**Run 1: met2 routing**

Drawn at 8 px/um. Cells faint in the background.
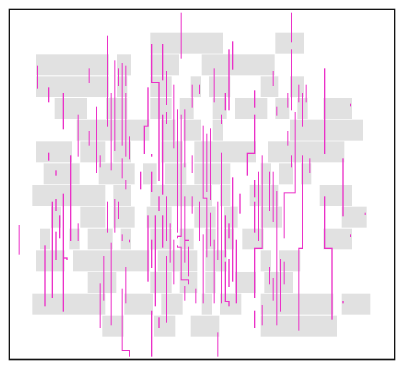
**Run 1: a small window of the routed layout**

Window x 26 to 46, y 23 to 43 um. Cells in grey, sequential cells in the stronger grey; small squares are vias.
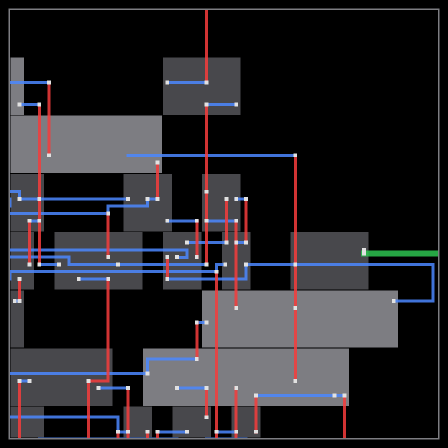
**Run 1: wiring by layer**

Drawn at 12 px/um. Two of the layers only.
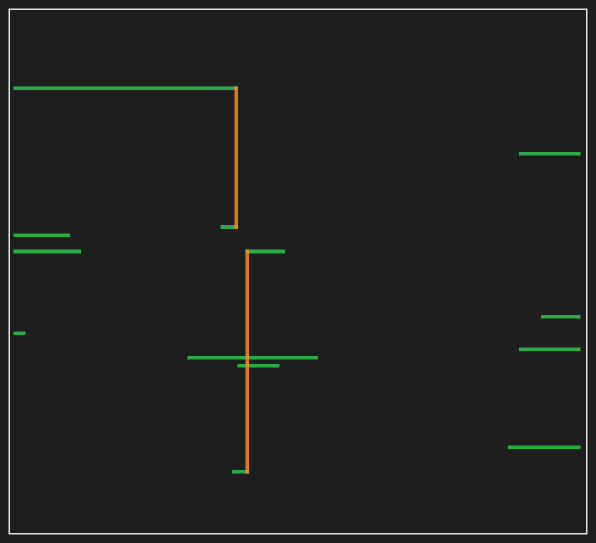
`src/rtl/bool_to_reset_gen_if.sv`:
```
// Purpose : bundles the reset request and the generated reset/status of bool_to_reset_gen.
// Latency : none (wiring only).
// Backpressure: none; val is a level request and the outputs are level status.
//
// Signals:
//   val      requester -> generator  1 = hold out_rst asserted
//   out_rst  generator -> requester  generated reset, active-low
//   busy     generator -> requester  1 while a release is in progress
//   hold_cnt generator -> requester  current hold count (0 outside the hold phase)
interface bool_to_reset_gen_if #(
    parameter int CNT_WIDTH = 8
);
    logic                 val;
    logic                 out_rst;
    logic                 busy;
    logic [CNT_WIDTH-1:0] hold_cnt;

    // master: the block asking for a reset; slave: the reset generator.
    modport master (output val, input out_rst, input busy, input hold_cnt);
    modport slave  (input val, output out_rst, output busy, output hold_cnt);
endinterface

```
`src/rtl/bool_to_reset_gen.sv`:
```
// Purpose : turns a boolean reset request into a clean active-low reset in the clk domain.
// Latency : assertion 1 edge; release RSTHOLD edges after the request is first seen low (+2 edges each with sync).
// Backpressure: none; the request is a level and may change at any cycle.
//
// Ports:
//   clk    clock, all state on the rising edge
//   rst_n  asynchronous active-low reset of this block (forces out_rst low at once)
//   rif    bool_to_reset_gen_if.slave: val in; out_rst, busy, hold_cnt out
// Optional feature: define BOOL_TO_RESET_SYNC_EN to pass val through a 2-flop
// synchroniser so it may be asynchronous to clk.
module bool_to_reset_gen #(
    parameter int RSTHOLD   = 4,
    parameter int CNT_WIDTH = 8
) (
    input  logic               clk,
    input  logic               rst_n,
    bool_to_reset_gen_if.slave rif
);

    if (RSTHOLD < 1 || RSTHOLD >= (1 << CNT_WIDTH)) begin : g_param_chk
        $error("bool_to_reset_gen: RSTHOLD must be in 1..2**CNT_WIDTH-1");
    end

    localparam logic [CNT_WIDTH-1:0] HOLD_LAST = CNT_WIDTH'(RSTHOLD - 1);

    typedef enum logic [1:0] {
        S_RESET = 2'b00,
        S_HOLD  = 2'b01,
        S_RUN   = 2'b10
    } state_t;

    state_t               state;
    logic [CNT_WIDTH-1:0] cnt;
    logic                 out_rst_q;
    logic                 busy_q;
    logic                 vale;

`ifdef BOOL_TO_RESET_SYNC_EN
    // Both flops reset to 1 so the request reads as "asserted" until real
    // samples of val have propagated, keeping out_rst low through rst_n release.
    logic [1:0] val_sync;

    always_ff @(posedge clk or negedge rst_n) begin
        if (!rst_n) begin
            val_sync <= 2'b11;
        end else begin
            val_sync <= {val_sync[0], rif.val};
        end
    end

    assign vale = val_sync[1];
`else
    assign vale = rif.val;
`endif

    // cnt is cleared on every exit from S_HOLD, so it doubles directly as the
    // hold_cnt output (0 outside S_HOLD) without any extra decode.
    always_ff @(posedge clk or negedge rst_n) begin
        if (!rst_n) begin
            state     <= S_RESET;
            cnt       <= '0;
            out_rst_q <= 1'b0;
            busy_q    <= 1'b0;
        end else begin
            case (state)
                S_RESET: begin
                    out_rst_q <= 1'b0;
                    cnt       <= '0;
                    if (!vale) begin
                        state  <= S_HOLD;
                        busy_q <= 1'b1;
                    end else begin
                        busy_q <= 1'b0;
                    end
                end
                S_HOLD: begin
                    if (vale) begin
                        // Request came back before release finished: start over.
                        state     <= S_RESET;
                        cnt       <= '0;
                        busy_q    <= 1'b0;
                        out_rst_q <= 1'b0;
                    end else if (cnt == HOLD_LAST) begin
                        state     <= S_RUN;
                        cnt       <= '0;
                        busy_q    <= 1'b0;
                        out_rst_q <= 1'b1;
                    end else begin
                        cnt <= cnt + CNT_WIDTH'(1);
                    end
                end
                S_RUN: begin
                    if (vale) begin
                        state     <= S_RESET;
                        out_rst_q <= 1'b0;
                    end
                end
                default: begin
                    state     <= S_RESET;
                    cnt       <= '0;
                    busy_q    <= 1'b0;
                    out_rst_q <= 1'b0;
                end
            endcase
        end
    end

    assign rif.out_rst  = out_rst_q;
    assign rif.busy     = busy_q;
    assign rif.hold_cnt = cnt;

endmodule

```
`src/flat_wrapper.sv`:
```
// flat-port wrapper written by rule: the top's interface ports become plain ports
module bool_to_reset_gen_flat 
#(
    parameter int RSTHOLD   = 4,
    parameter int CNT_WIDTH = 8
)
  (clk, rst_n, rif_val, rif_out_rst, rif_busy, rif_hold_cnt);
  bool_to_reset_gen_if #(.CNT_WIDTH(CNT_WIDTH)) rif_i ();
  input  logic clk;
  input  logic rst_n;
  input wire logic [$bits(rif_i.val)-1:0] rif_val;
  output wire logic [$bits(rif_i.out_rst)-1:0] rif_out_rst;
  output wire logic [$bits(rif_i.busy)-1:0] rif_busy;
  output wire logic [$bits(rif_i.hold_cnt)-1:0] rif_hold_cnt;
  assign rif_i.val = rif_val;
  assign rif_out_rst = rif_i.out_rst;
  assign rif_busy = rif_i.busy;
  assign rif_hold_cnt = rif_i.hold_cnt;
  bool_to_reset_gen #(.RSTHOLD(RSTHOLD), .CNT_WIDTH(CNT_WIDTH)) u_core (.clk(clk), .rst_n(rst_n), .rif(rif_i));
endmodule
```
`config.mk`:
```
export PLATFORM = sky130hd
export DESIGN_NAME = bool_to_reset_gen_flat
export DESIGN_NICKNAME = d
export VERILOG_FILES = /design/src/rtl/bool_to_reset_gen_if.sv /design/src/rtl/bool_to_reset_gen.sv /design/src/flat_wrapper.sv
export SDC_FILE = /design/constraint.sdc
export NUM_CORES = 1
export LEC_CHECK = 0
export ABC_CLOCK_PERIOD_IN_PS = 1800
export CAP_MARGIN = 20
export CELL_PAD_IN_SITES_DETAIL_PLACEMENT = 1
export CELL_PAD_IN_SITES_GLOBAL_PLACEMENT = 1
export CORE_ASPECT_RATIO = 0.9
export CORE_MARGIN = 2
export CORE_UTILIZATION = 36
export DETAILED_ROUTE_END_ITERATION = 6
export GPL_TIMING_DRIVEN = 0
export PLACE_DENSITY = 0.72
export SLEW_MARGIN = 20
export SYNTH_ARGS = -nofsm -noshare
export SYNTH_HDL_FRONTEND = slang
export SYNTH_SLANG_ARGS = --single-unit
```
`constraint.sdc`:
```
create_clock -name clk -period 1.8 [get_ports clk]
set_clock_uncertainty 0.1 [all_clocks]
set_input_delay 0.45 -clock clk [delete_from_list [all_inputs] [get_ports clk]]
set_output_delay 0.45 -clock clk [all_outputs]
set_load 0.01 [all_outputs]
```
==> summary.txt, run 1 <==
flow finished, numbers: Top pwr grp=registers, period utilization=98.8%, Die Y-Extent=43.6 um, top cells, area=dfrtp_1 48%, nor2_1 4.8%, a21o_1 3.6%, Overflow after GRT=0, Resize count post-CTS=4, most common logic cells in the final layout=9 x clkdlybuf4s50_1, 9 x buf_4, 9 x dfrtp_1, PwrDens=605 nW/um^2, Clock power frac=39.9%, Net Sw Frac=22.9%, Yosys chip area=627 um^2, required time of the worst setup path=1.87 ns, Max clock buf depth=2, CP Cell Sequence=buf_6 -> nor4_4 -> a31oi_4 -> a21o_1 -> a22o_2, met3 routed WL=66 um, warnings from Yosys=0, Syn Nets=65, Non-Filler Instances=112, DP HPWL=952 um, DR top layer=met4, P_comb=50.6 uW, share of layout cells above drive strength 1=28.4%, first-pass GRT wire length=2440 um, Post-synth ARST share=100%, Unique cell types=27, worst relative slew slack=62.0%, grt peak-use layer=met2, postcts setup bufs=7, clk sinks=12, max-slew violations=0, CP delay by family, top=AND-OR/OR-AND gates, TritonRoute pass-1 iters=4, chip area=2090 um^2, I/O pin total=13, post-route ant nets=0, crit path capture type=flop, H-tree depth=1, WHS=0.433 ns, Finished Core Util=55.4%, FILL cells=203, Seq pwr share=50.9%, TritonCTS clock tree=built, Startpoint Class=flop, sequential fraction of the synthesis area=47.9%, CP peak stage delay=0.42 ns, Power Total=552 uW, Max Fclk=562 MHz, Area Overhead vs Synth=45.5%, FP Core Util=38.1%, outcome=complete, no violations
-- 'met2 routing' (at the start) --
- main direction: vertical
- wire length on this layer: 719 um
- nets with wire on the layer: 86
- share of all routed wire: 45%
- longest straight run: 18.7 um
WL final: 1590 um
GR Layer Usage met2: 25.1%
Vias: 580

-- 'a small window of the routed layout' (at the start) --
- red: metal 2
- green: metal 3
- blue: metal 1
- sequential cells in the window: 3
- cells with their middle in the window: 16

-- 'wiring by layer' (at the start) --
- green: metal 3 (wire length 66.2 um)
- orange: metal 4 (wire length 29.9 um)
GRT Overall Usage: 17.0%
drt wl/cell: 14.2 um

run 1: final cells by class:
| class | instances | area, um^2 | share of cell area (%) |
|---|---|---|---|
| multi-input combinational | 47 | 327 | 35.8 |
| tap | 24 | 30.0 | 3.29 |
| buffer | 1 | 5.00 | 0.549 |
| clock buffer | 4 | 36.3 | 3.98 |
| inverter | 2 | 7.51 | 0.823 |
| timing repair buffer | 22 | 203 | 22.2 |
| sequential | 12 | 304 | 33.3 |
run 1: path summary, 6_finish.rpt:
check	from	depth (start not counted)	end	slack, ns
worst min register to register	u_core.rif.out_rst$_DFFE_PN0P_	2	u_core.rif.out_rst$_DFFE_PN0P_	0.45
min in group clk	u_core.rif.out_rst$_DFFE_PN0P_	2	u_core.rif.out_rst$_DFFE_PN0P_	0.45
worst max-delay path	u_core.rif.hold_cnt[3]$_DFFE_PN0P_	5	u_core.rif.hold_cnt[3]$_DFFE_PN0P_	0.02
worst max register to register	u_core.rif.hold_cnt[3]$_DFFE_PN0P_	5	u_core.rif.hold_cnt[3]$_DFFE_PN0P_	0.02
worst min-delay path	rst_n	1	u_core.rif.out_rst$_DFFE_PN0P_	0.43
max in group asynchronous	rst_n	1	u_core.rif.hold_cnt[6]$_DFFE_PN0P_	0.76
run 1: cell families (layout without fill, tap and decap cells):
logic type / after synthesis / after routing / synth area share, %
and+or+nand+nor: 25 / 25 / 22.4
AOI/OAI and AO/OA: 17 / 18 / 21.2
DFF: 12 / 12 / 47.9
buffers and inverters: 3 / 29 / 2.00
xor gates and xnor gates: 2 / 2 / 2.79
adders and majority gates: 1 / 1 / 2.00
muxes: 1 / 1 / 1.80
run 1: state kept, by name (all words and copies together) (netlist names):
name	cells
u_core.rif.out_rst	1
u_core.rif.busy	1
u_core.rif.hold_cnt	8
u_core.state	2
--- run 2 (diff from run 1) ---
--- a/config.mk
+++ b/config.mk
@@ -13,7 +13,6 @@
 export CORE_MARGIN = 2
 export CORE_UTILIZATION = 36
 export DETAILED_ROUTE_END_ITERATION = 6
-export GPL_TIMING_DRIVEN = 0
 export PLACE_DENSITY = 0.72
 export SLEW_MARGIN = 20
 export SYNTH_ARGS = -nofsm -noshare
**Run 2: met2 routing**

Drawn at 8 px/um. Cells faint in the background.
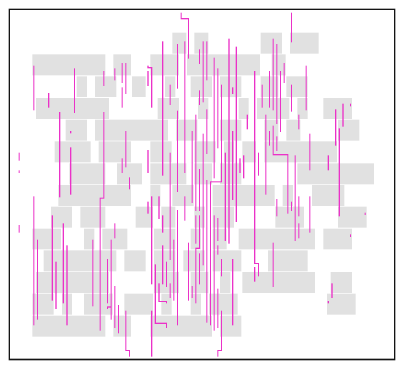
- longest straight run: 25.5 um
- nets with wire on the layer: 86
- share of all routed wire: 48%
- wire length on this layer: 766 um
- main direction: vertical
Vias: 561
GR Layer Usage met2: 25.6%

**Run 2: a small window of the routed layout**

Window x 26 to 46, y 23 to 43 um. Cells in grey, sequential cells in the stronger grey; small squares are vias.
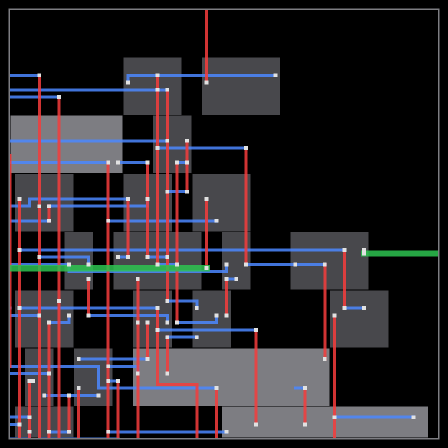
- green: metal 3
- blue: metal 1
- red: metal 2
- most frequent: buf_4 (3)
- sequential cells in the window: 3
- cells with their middle in the window: 20

==> summary.txt, run 2 <==
flow finished, numbers: sequential fraction of the synthesis area=47.9%, PwrDens=590 nW/um^2, outcome=complete, no violations, TritonRoute pass-1 iters=3, warnings from Yosys=0, Basic Gates by Area=22.4%, first-pass GRT wire length=2550 um, chip area=2090 um^2, WL final=1580 um, Overflow after GRT=0, CP peak stage delay=0.41 ns, Power Total=547 uW, I/O pin total=13, Finished Core Util=56.3%, Syn Nets=65, grt peak-use layer=met2, Max clock buf depth=2, period utilization=97.6%, crit path capture type=flop, Die Y-Extent=43.6 um, Max Fclk=569 MHz, Yosys chip area=627 um^2, top cells, area=dfrtp_1 48%, nor2_1 4.8%, a21o_1 3.6%, TritonCTS clock tree=built, post-route ant nets=0, Net Sw Frac=21.9%, Mux area share=1.80%, H-tree depth=1, share of layout cells above drive strength 1=30.0%, WHS=0.365 ns, CP delay by family, top=AND-OR/OR-AND gates, DR top layer=met4, max reg flops=8, Unique cell types=27, Main logic family=simple AND/OR/NAND/NOR gates, cell with the most instances after synthesis=dfrtp_1, Post-Synth AOI/OAI Area=21.2%, Post-synth ARST share=100%, DP HPWL=1040 um, max-slew violations=0, Clock power frac=39.0%, worst relative slew slack=77.8%, Non-Filler Instances=114
## run 2: worst paths after layout
kind                                               startpoint                                  to  slack (ns)  cells after the start
max                        u_core.rif.hold_cnt[3]$_DFFE_PN0P_  u_core.rif.hold_cnt[3]$_DFFE_PN0P_        0.04                      5
min                                                     rst_n  u_core.rif.hold_cnt[4]$_DFFE_PN0P_        0.37                      2
max reg2reg                u_core.rif.hold_cnt[3]$_DFFE_PN0P_  u_core.rif.hold_cnt[3]$_DFFE_PN0P_        0.04                      5
min reg2reg                    u_core.rif.out_rst$_DFFE_PN0P_      u_core.rif.out_rst$_DFFE_PN0P_        0.44                      2
max in group asynchronous                               rst_n  u_core.rif.hold_cnt[2]$_DFFE_PN0P_        1.07                      2
min in group clk               u_core.rif.out_rst$_DFFE_PN0P_      u_core.rif.out_rst$_DFFE_PN0P_        0.44                      2
## run 2: repair_timing
item | CTS | global route
endpoints found under the hold margin | 0 | 0
buffers inserted | 8 | 3
gates resized | 2 | 4
setup endpoints to repair | 6 | 5
hold buffers | 0 | 0
pin swaps | 0 | 6
## run 2: layout make-up
| class | count | area [um^2] |
|---|---|---|
| clock buffer | 4 | 36.3 |
| fill | 193 | 719 |
| inverter | 2 | 7.51 |
| multi-input combinational | 46 | 317 |
| sequential | 12 | 303 |
| tap | 24 | 30.0 |
| timing repair buffer | 26 | 234 |
## run 2: power by group through the flow
| stage | clock network, uW | logic (uW) | registers [uW] |
|---|---|---|---|
| 6_report | 214 | 52.2 | 281 |
| 5_1_grt | 236 | 58.4 | 283 |
| 4_1_cts | 220 | 49.7 | 281 |
| 3_5_place_dp | 0 | 49.4 | 286 |
| 3_3_place_gp | 0 | 47.9 | 286 |
| 2_1_floorplan | 0 | 20.0 | 288 |
Power is estimated from default activity; no workload was simulated.
